--- src/rtl/shared_mem_responder_if.sv ---
// shared_mem_responder_if: request/grant and memory access bus between requesters and the responder
interface shared_mem_responder_if #(
  parameter int DATA_W = 8,
  parameter int ADDR_W = 8
);
  logic [3:0]        req;
  logic [3:0]        ack;
  logic              busy;
  logic              valid;
  logic              rw;
  logic [ADDR_W-1:0] address;
  logic [DATA_W-1:0] data_in;
  logic [DATA_W-1:0] data_out;
  logic              data_out_valid;
  logic [1:0]        grant_id;
  logic              err;
  modport master (
    output req, valid, rw, address, data_in,
    input  ack, busy, data_out, data_out_valid, grant_id, err
  );
  modport slave (
    input  req, valid, rw, address, data_in,
    output ack, busy, data_out, data_out_valid, grant_id, err
  );
endinterface

--- src/rtl/shared_mem_responder.sv ---
// shared_mem_responder: round-robin arbitrated single-port memory shared by four requesters
module shared_mem_responder #(
  parameter int DATA_W = 8,
  parameter int ADDR_W = 8,
  parameter int DEPTH  = 64
) (
  input logic                   clk,
  input logic                   reset,
  shared_mem_responder_if.slave bus
);
  localparam int AW = $clog2(DEPTH);
  typedef enum logic [1:0] {IDLE, GRANT, DONE} state_t;
  state_t            r_state;
  logic [3:0]        r_ack;
  logic              r_busy;
  logic              r_dov;
  logic              r_err;
  logic [DATA_W-1:0] r_data_out;
  logic [1:0]        r_grant_id;
  logic [1:0]        r_last_grant;
  logic [DATA_W-1:0] r_mem [DEPTH];
  logic [1:0]        w_sel;
  logic              w_oor;
  logic              w_held;
  // descending scan so the closest requester after last_grant wins
  always_comb begin
    w_sel = r_last_grant;
    for (int i = 4; i >= 1; i--)
      if (bus.req[2'(r_last_grant + 2'(i))]) w_sel = 2'(r_last_grant + 2'(i));
  end
  assign w_oor  = |(bus.address >> AW);
  assign w_held = bus.req[r_grant_id];
  always_ff @(posedge clk) begin
    if (!reset) begin
      r_state      <= IDLE;
      r_ack        <= '0;
      r_busy       <= 1'b0;
      r_dov        <= 1'b0;
      r_err        <= 1'b0;
      r_data_out   <= '0;
      r_grant_id   <= '0;
      r_last_grant <= 2'd3;
      for (int i = 0; i < DEPTH; i++) r_mem[i] <= '0;
    end else begin
      r_dov <= 1'b0;
      r_err <= 1'b0;
      case (r_state)
        IDLE:
          if (|bus.req) begin
            r_ack        <= 4'b1 << w_sel;
            r_busy       <= 1'b1;
            r_grant_id   <= w_sel;
            r_last_grant <= w_sel;
            r_state      <= GRANT;
          end
        GRANT:
          if (!w_held) begin
            r_ack   <= '0;
            r_busy  <= 1'b0;
            r_state <= IDLE;
          end else if (bus.valid) begin
            if (bus.rw && !w_oor) r_mem[bus.address[AW-1:0]] <= bus.data_in;
            if (!bus.rw) begin
              r_data_out <= w_oor ? '0 : r_mem[bus.address[AW-1:0]];
              r_dov      <= 1'b1;
            end
            r_err   <= w_oor;
            r_ack   <= '0;
            r_state <= DONE;
          end
        DONE:
          if (!w_held) begin
            r_busy  <= 1'b0;
            r_state <= IDLE;
          end
        default: r_state <= IDLE;
      endcase
    end
  end
  assign bus.ack            = r_ack;
  assign bus.busy           = r_busy;
  assign bus.data_out       = r_data_out;
  assign bus.data_out_valid = r_dov;
  assign bus.grant_id       = r_grant_id;
  assign bus.err            = r_err;
endmodule

--- src/flat_wrapper.sv ---
// flat-port wrapper written by rule: the top's interface ports become plain ports
module shared_mem_responder_flat 
#(
  parameter int DATA_W = 8,
  parameter int ADDR_W = 8,
  parameter int DEPTH  = 64
)
  (clk, reset, bus_req, bus_valid, bus_rw, bus_address, bus_data_in, bus_ack, bus_busy, bus_data_out, bus_data_out_valid, bus_grant_id, bus_err);
  shared_mem_responder_if #(.DATA_W(DATA_W), .ADDR_W(ADDR_W)) bus_i ();
  input logic clk;
  input logic reset;
  input wire logic [$bits(bus_i.req)-1:0] bus_req;
  input wire logic [$bits(bus_i.valid)-1:0] bus_valid;
  input wire logic [$bits(bus_i.rw)-1:0] bus_rw;
  input wire logic [$bits(bus_i.address)-1:0] bus_address;
  input wire logic [$bits(bus_i.data_in)-1:0] bus_data_in;
  output wire logic [$bits(bus_i.ack)-1:0] bus_ack;
  output wire logic [$bits(bus_i.busy)-1:0] bus_busy;
  output wire logic [$bits(bus_i.data_out)-1:0] bus_data_out;
  output wire logic [$bits(bus_i.data_out_valid)-1:0] bus_data_out_valid;
  output wire logic [$bits(bus_i.grant_id)-1:0] bus_grant_id;
  output wire logic [$bits(bus_i.err)-1:0] bus_err;
  assign bus_i.req = bus_req;
  assign bus_i.valid = bus_valid;
  assign bus_i.rw = bus_rw;
  assign bus_i.address = bus_address;
  assign bus_i.data_in = bus_data_in;
  assign bus_ack = bus_i.ack;
  assign bus_busy = bus_i.busy;
  assign bus_data_out = bus_i.data_out;
  assign bus_data_out_valid = bus_i.data_out_valid;
  assign bus_grant_id = bus_i.grant_id;
  assign bus_err = bus_i.err;
  shared_mem_responder #(.DATA_W(DATA_W), .ADDR_W(ADDR_W), .DEPTH(DEPTH)) u_core (.clk(clk), .reset(reset), .bus(bus_i));
endmodule
--- config.mk ---
export PLATFORM = sky130hd
export DESIGN_NAME = shared_mem_responder_flat
export DESIGN_NICKNAME = d
export VERILOG_FILES = /design/src/rtl/shared_mem_responder_if.sv /design/src/rtl/shared_mem_responder.sv /design/src/flat_wrapper.sv
export SDC_FILE = /design/constraint.sdc
export NUM_CORES = 1
export LEC_CHECK = 0
export CELL_PAD_IN_SITES_DETAIL_PLACEMENT = 1
export CELL_PAD_IN_SITES_GLOBAL_PLACEMENT = 2
export CORE_ASPECT_RATIO = 0.9
export CORE_MARGIN = 4
export CORE_UTILIZATION = 45
export DETAILED_ROUTE_END_ITERATION = 10
export GPL_TIMING_DRIVEN = 0
export PLACE_DENSITY = 0.77
export SLEW_MARGIN = 25
export SYNTH_ARGS = -nofsm -noshare
export SYNTH_HDL_FRONTEND = slang
export SYNTH_SLANG_ARGS = --single-unit
--- constraint.sdc ---
create_clock -name clk -period 3.5 [get_ports clk]
set_clock_uncertainty 0.15 [all_clocks]
set_input_delay 0.7 -clock clk [delete_from_list [all_inputs] [get_ports clk]]
set_output_delay 0.7 -clock clk [all_outputs]
set_load 0.05 [all_outputs]
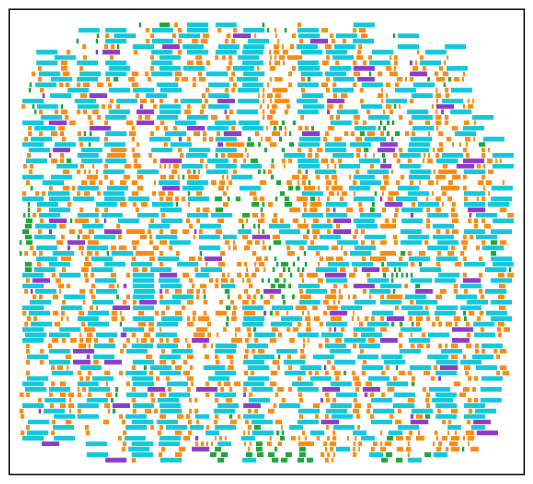
Figure 1: run 1, placement by cell class.
(2 px per um)
- green: other buffers and delay cells (cells 201; share of their area 4.2%)
- orange: all other logic (cells 1,258; share of their area 32%)
- purple: clock drivers and dummy loads (cells 102; share of their area 6.8%)
- cyan: flip-flops (cells 533; share of their area 57%)

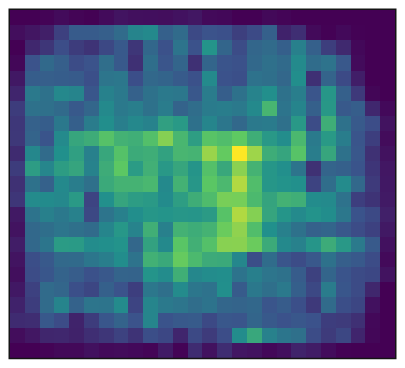
Figure 2: run 1, wiring heat map.
(1.5 px per um) The die is cut into 26 by 23 equal tiles; dark purple is low, yellow is high, scaled to the fullest tile. Values are wire area over tile area, all layers added.
- densest ninth of the die: centre
- fullest tile: 0.73
- mean over tiles: 0.24
- nearly empty tiles: 7.2%
- tiles over half the peak: 20%

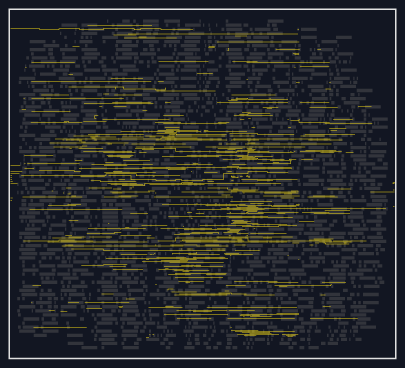
Figure 3: run 1, signal wires on met3.
(1.5 px per um) Cells faint in the background.
- share of all routed wire: 9.3%
- wire length on this layer: 8,160 um
- longest straight run: 113 um
- main direction: horizontal

==> ci_impl_report.md, run 1 <==
## PnR job results

| Metric | Value |
|---|---|
| Violations in the final reports | negative setup slack |
| Highest cell delay on the worst timing path | 0.72 ns |
| Min-delay worst type | register to register |
| Top cell type by instance count after synthesis | sky130_fd_sc_hd__and2_1 |
| DRT antenna net count | 0 |
| Sequential fraction of total cell area | 54.8% |
| Total setup violations reported at the end of the flow | 2 |
| Well-tap cell count | 705 |
| Count of warnings emitted by yosys | 0 |
| CTS Root Buffer Type | sky130_fd_sc_hd__clkbuf_16 |
| Detailed route wirelength on metal3 | 8160 um |
| PnR worst setup slack | -0.0481 ns |
| Final Util | 52.7% |
| Predominant post-synthesis flop cell | sky130_fd_sc_hd__edfxtp_1 |
| Met2 usage in global routing | 45.6% |
| Critical path's slowest cell | sky130_fd_sc_hd__clkdlybuf4s50_1 |
| Max_cap viols | 0 |
| Maximum clock rate | 0.282 GHz |
| Critical path type | input port to register |
| Final instance count without filler cells | 2,800 |
| Distinct cells, synth | 60 |
| Layer with the highest usage after global routing | met2 |
| Horizontal die size | 257 um |
| Kind of launch point of the worst setup path | input port |
| Router iterations before antenna repair | 5 |
| PnR Total Power | 14.9 mW |
| Switching power summed over all nets | 3.65 mW |
| Registers, synthesis | 533 |
| Cells taking the most area after synthesis | sky130_fd_sc_hd__edfxtp_1, sky130_fd_sc_hd__and2_1, sky130_fd_sc_hd__mux2i_1, sky130_fd_sc_hd__o21ai_0, sky130_fd_sc_hd__a221o_1 |
| Area of all placed cells without fillers | 28,800 sq um |
| Area taken by flip-flops and latches | 15,800 sq um |
| Proportion of cell area occupied by multi-input gates | 30.9% |
| Proportion of total power due to net switching | 24.5% |
| Run status | complete, but fails checks |
Figure 4. Clock routing (run 1).
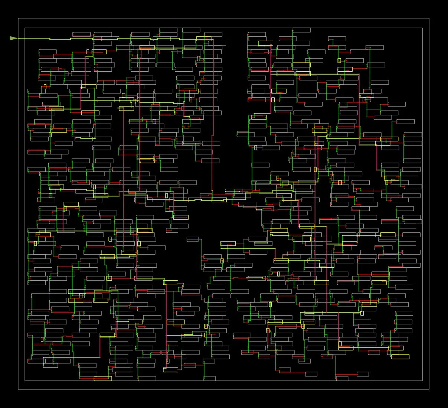

==> inputs of run 2 (changes only) <==
--- a/config.mk
+++ b/config.mk
@@ -10,6 +10,7 @@
 export CORE_ASPECT_RATIO = 0.9
 export CORE_MARGIN = 4
 export CORE_UTILIZATION = 45
+export CTS_CLUSTER_SIZE = 28
 export DETAILED_ROUTE_END_ITERATION = 10
 export GPL_TIMING_DRIVEN = 0
 export PLACE_DENSITY = 0.77
==> constraint.sdc (replaced) <==
create_clock -name clk -period 4.4 [get_ports clk]
set_clock_uncertainty 0.15 [all_clocks]
set_input_delay 0.88 -clock clk [delete_from_list [all_inputs] [get_ports clk]]
set_output_delay 0.88 -clock clk [all_outputs]
set_load 0.05 [all_outputs]
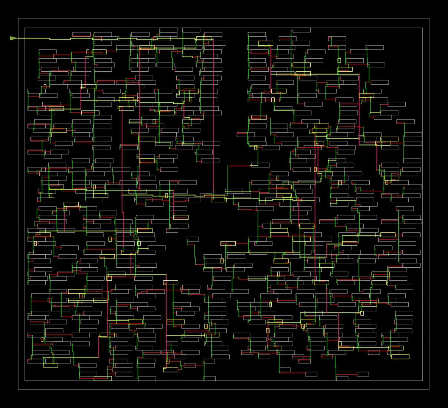
Figure 5: run 2, clock routing.
total of clock buffers placed in the layout: 59
latest clock arrival within the worst-skew pair: 0.62 ns
clock buffers created by TritonCTS: 55

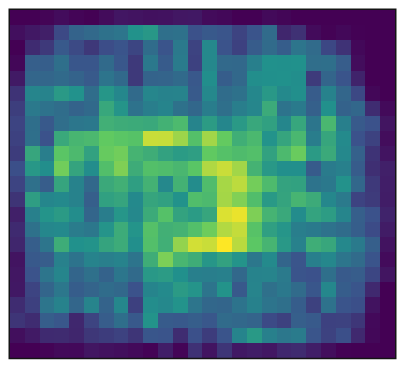
Figure 6: run 2, wiring heat map.
(1.5 px per um) The die is cut into 26 by 23 equal tiles; dark purple is low, yellow is high, scaled to the fullest tile. Values are wire area over tile area, all layers added.
- tiles over half the peak: 27%
- nearly empty tiles: 7.0%
- densest ninth of the die: centre
- mean over tiles: 0.24

==> run 2 against run 1 <==
The flow now finishes without violations. Critical path depth shrank 1. First-iteration DRC count rose by 4.8%. Final cell count down 0.11%. Worst setup slack improved by 0.064 ns. Largest power group unchanged.
==> ci_impl_report.md, run 2 <==
## PnR job results

| Metric | Value |
|---|---|
| DRT antenna net count | 0 (unchanged) |
| Clk sink count | 533 |
| Proportion of total power due to net switching | 24.4% (-0.097 points) |
| Maximum clock rate | 0.228 GHz |
| Final Util | 51.6% (-1.0 points) |
| Layer with the highest usage after global routing | met2 |
| Sequential fraction of total cell area | 55.9% (+1.1 points) |
| Router iterations before antenna repair | 6 (+1) |
| Max_cap viols | 0 (unchanged) |
| Run status | finished clean |
| CTS Root Buffer Type | sky130_fd_sc_hd__clkbuf_16 |
| Flip-flop and latch power | 5.79 mW |
| Well-tap cell count | 705 (unchanged) |
| PnR worst setup slack | 0.0162 ns (+0.0643 ns) |
| Count of warnings emitted by yosys | 0 (unchanged) |
| Met2 usage in global routing | 44.8% (-0.74 points) |
| Cells taking the most area after synthesis | sky130_fd_sc_hd__edfxtp_1, sky130_fd_sc_hd__and2_1, sky130_fd_sc_hd__mux2i_1, sky130_fd_sc_hd__o21ai_0, sky130_fd_sc_hd__a221o_1 |
| Distinct cells, synth | 60 (unchanged) |
| Total setup violations reported at the end of the flow | 0 (-2) |
| Predominant post-synthesis flop cell | sky130_fd_sc_hd__edfxtp_1 |
| Kind of launch point of the worst setup path | input port |
| Top cell type by instance count after synthesis | sky130_fd_sc_hd__and2_1 |
| Endpoint of the worst setup timing path | u_core.bus.data_out[2] |
| Min-delay worst type | register to register |
| Switching power summed over all nets | 2.88 mW (-21%) |
| Horizontal die size | 257 um (unchanged) |
| Final instance count without filler cells | 2,797 (-0.11%) |
| Detailed route wirelength on metal3 | 7990 um (-2.0%) |
| Proportion of cell area occupied by multi-input gates | 29.8% (-1.1 points) |
| Area taken by flip-flops and latches | 15,800 sq um (unchanged) |
| Highest cell delay on the worst timing path | 0.68 ns (-0.04 ns) |
Figure 7. Signal wires on met3 (run 2).
(1.5 px per um) Cells faint in the background.
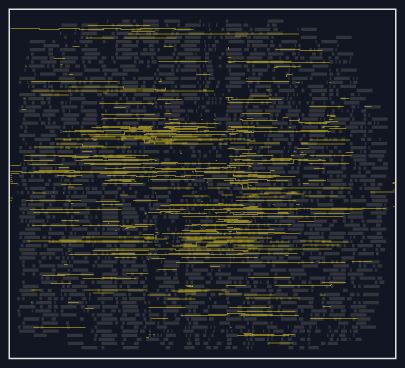

==> inputs of run 3 (changes only) <==
--- a/config.mk
+++ b/config.mk
@@ -10,10 +10,12 @@
 export CORE_ASPECT_RATIO = 0.9
 export CORE_MARGIN = 4
 export CORE_UTILIZATION = 45
+export CTS_CLUSTER_DIAMETER = 100
 export CTS_CLUSTER_SIZE = 28
 export DETAILED_ROUTE_END_ITERATION = 10
 export GPL_TIMING_DRIVEN = 0
 export PLACE_DENSITY = 0.77
+export SETUP_SLACK_MARGIN = 0.02
 export SLEW_MARGIN = 25
 export SYNTH_ARGS = -nofsm -noshare
 export SYNTH_HDL_FRONTEND = slang
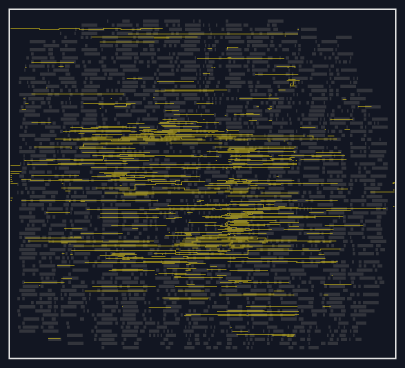
Figure 8: run 3, signal wires on met3.
(1.5 px per um) Cells faint in the background.
- main direction: horizontal
- wire length on this layer: 8,470 um

==> run 3 against run 2 <==
The flow now finishes with violations (negative setup slack). Worst setup slack got worse by 0.027 ns. Wire length fell by 1.3%. Synthesized cell count did not move. Via count fell by 1.3%. Clock power fell by 47%. Non-clock buffer count did not move. Area after synthesis did not move. Sequential power barely moved. Critical endpoint is now u_core.bus.data_out[4]. Register-to-register slack improved by 0.02 ns. Sequential share of layout area rose by 2.5 points. Die area did not move.
==> ci_impl_report.md, run 3 <==
## PnR job results

| Metric | Value |
|---|---|
| Run status | complete, but fails checks |
| Violations in the final reports | negative setup slack |
| Total of clock buffers placed in the layout | 38 (-36%) |
| Area of all placed cells without fillers | 27,100 sq um |
| Compound-Gate Fraction of Synth Area | 9.85% |
| Well-tap cell count | 705 (unchanged) |
| Layer with the highest usage after global routing | met2 |
| Maximum level of the CTS H-tree | 1 |
| Met3 track demand over resource in global routing | 8.05% |
| Type of element capturing the critical path | register |
| Switching power summed over all nets | 2.45 mW (-15%) |
| Clock buffers created by TritonCTS | 23 (-58%) |
| Met2 usage in global routing | 44.4% (-0.49 points) |
| Detailed-route wire length on metal 1 | 36,200 um |
| DRT antenna net count | 0 (unchanged) |
| Count of warnings emitted by yosys | 0 (unchanged) |
| CTS Root Buffer Type | sky130_fd_sc_hd__clkbuf_16 |
| Critical path's slowest cell | sky130_fd_sc_hd__clkdlybuf4s50_1 |
| Uppermost signal routing layer after detailed routing | met5 |
| Highest cell delay on the worst timing path | 0.67 ns (about the same) |
| Sequential fraction of total cell area | 58.4% (+2.5 points) |
| PnR worst setup slack | -0.0112 ns (-0.0274 ns) |
| Distinct cells, synth | 60 (unchanged) |
| Predominant post-synthesis flop cell | sky130_fd_sc_hd__edfxtp_1 |
| Heaviest power group | registers |
| Register name with the most flops | u_core.r_mem |
| Critical path type | input port to register |
| Endpoint of the worst setup timing path | u_core.bus.data_out[4] |
| Kind of launch point of the worst setup path | input port |
| CP startpoint | bus_address[0] |
| Portion of the clock cycle consumed by the worst path in the final layout | 100% |
| PnR Total Power | 9.49 mW |
| Latest clock arrival within the worst-skew pair | 0.62 ns (about the same) |
| Die Y | 232 um |
| Final instance count without filler cells | 2,738 (-2.1%) |
| Area taken by flip-flops and latches | 15,800 sq um (unchanged) |
| Min-delay worst type | register to register |
| Detailed route wirelength on metal3 | 8470 um (+6.0%) |
| Cells taking the most area after synthesis | sky130_fd_sc_hd__edfxtp_1, sky130_fd_sc_hd__and2_1, sky130_fd_sc_hd__mux2i_1, sky130_fd_sc_hd__o21ai_0, sky130_fd_sc_hd__a221o_1 |
| Power in the clock group | 2.67 mW |
| Proportion of total power due to net switching | 25.8% (+1.5 points) |
| Horizontal die size | 257 um (unchanged) |
| Max_cap viols | 0 (unchanged) |
| Total setup violations reported at the end of the flow | 1 (+1) |
| Top cell type by instance count after synthesis | sky130_fd_sc_hd__and2_1 |
| Router iterations before antenna repair | 5 (-1) |
| Final Util | 49.4% (-2.2 points) |
| Proportion of cell area occupied by multi-input gates | 31.1% (+1.3 points) |
| Flip-flop and latch power | 5.79 mW (about the same) |
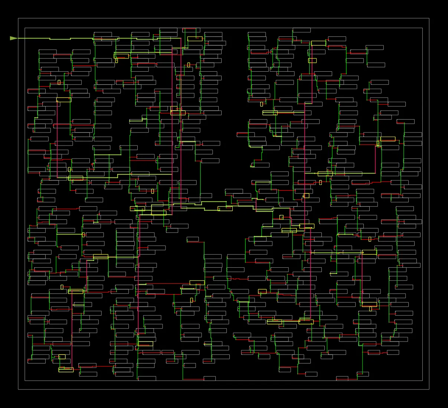
Figure 9: run 3, clock routing.
flip-flops: 533
clk sink count: 533

Power and IR drop assume default switching activity.
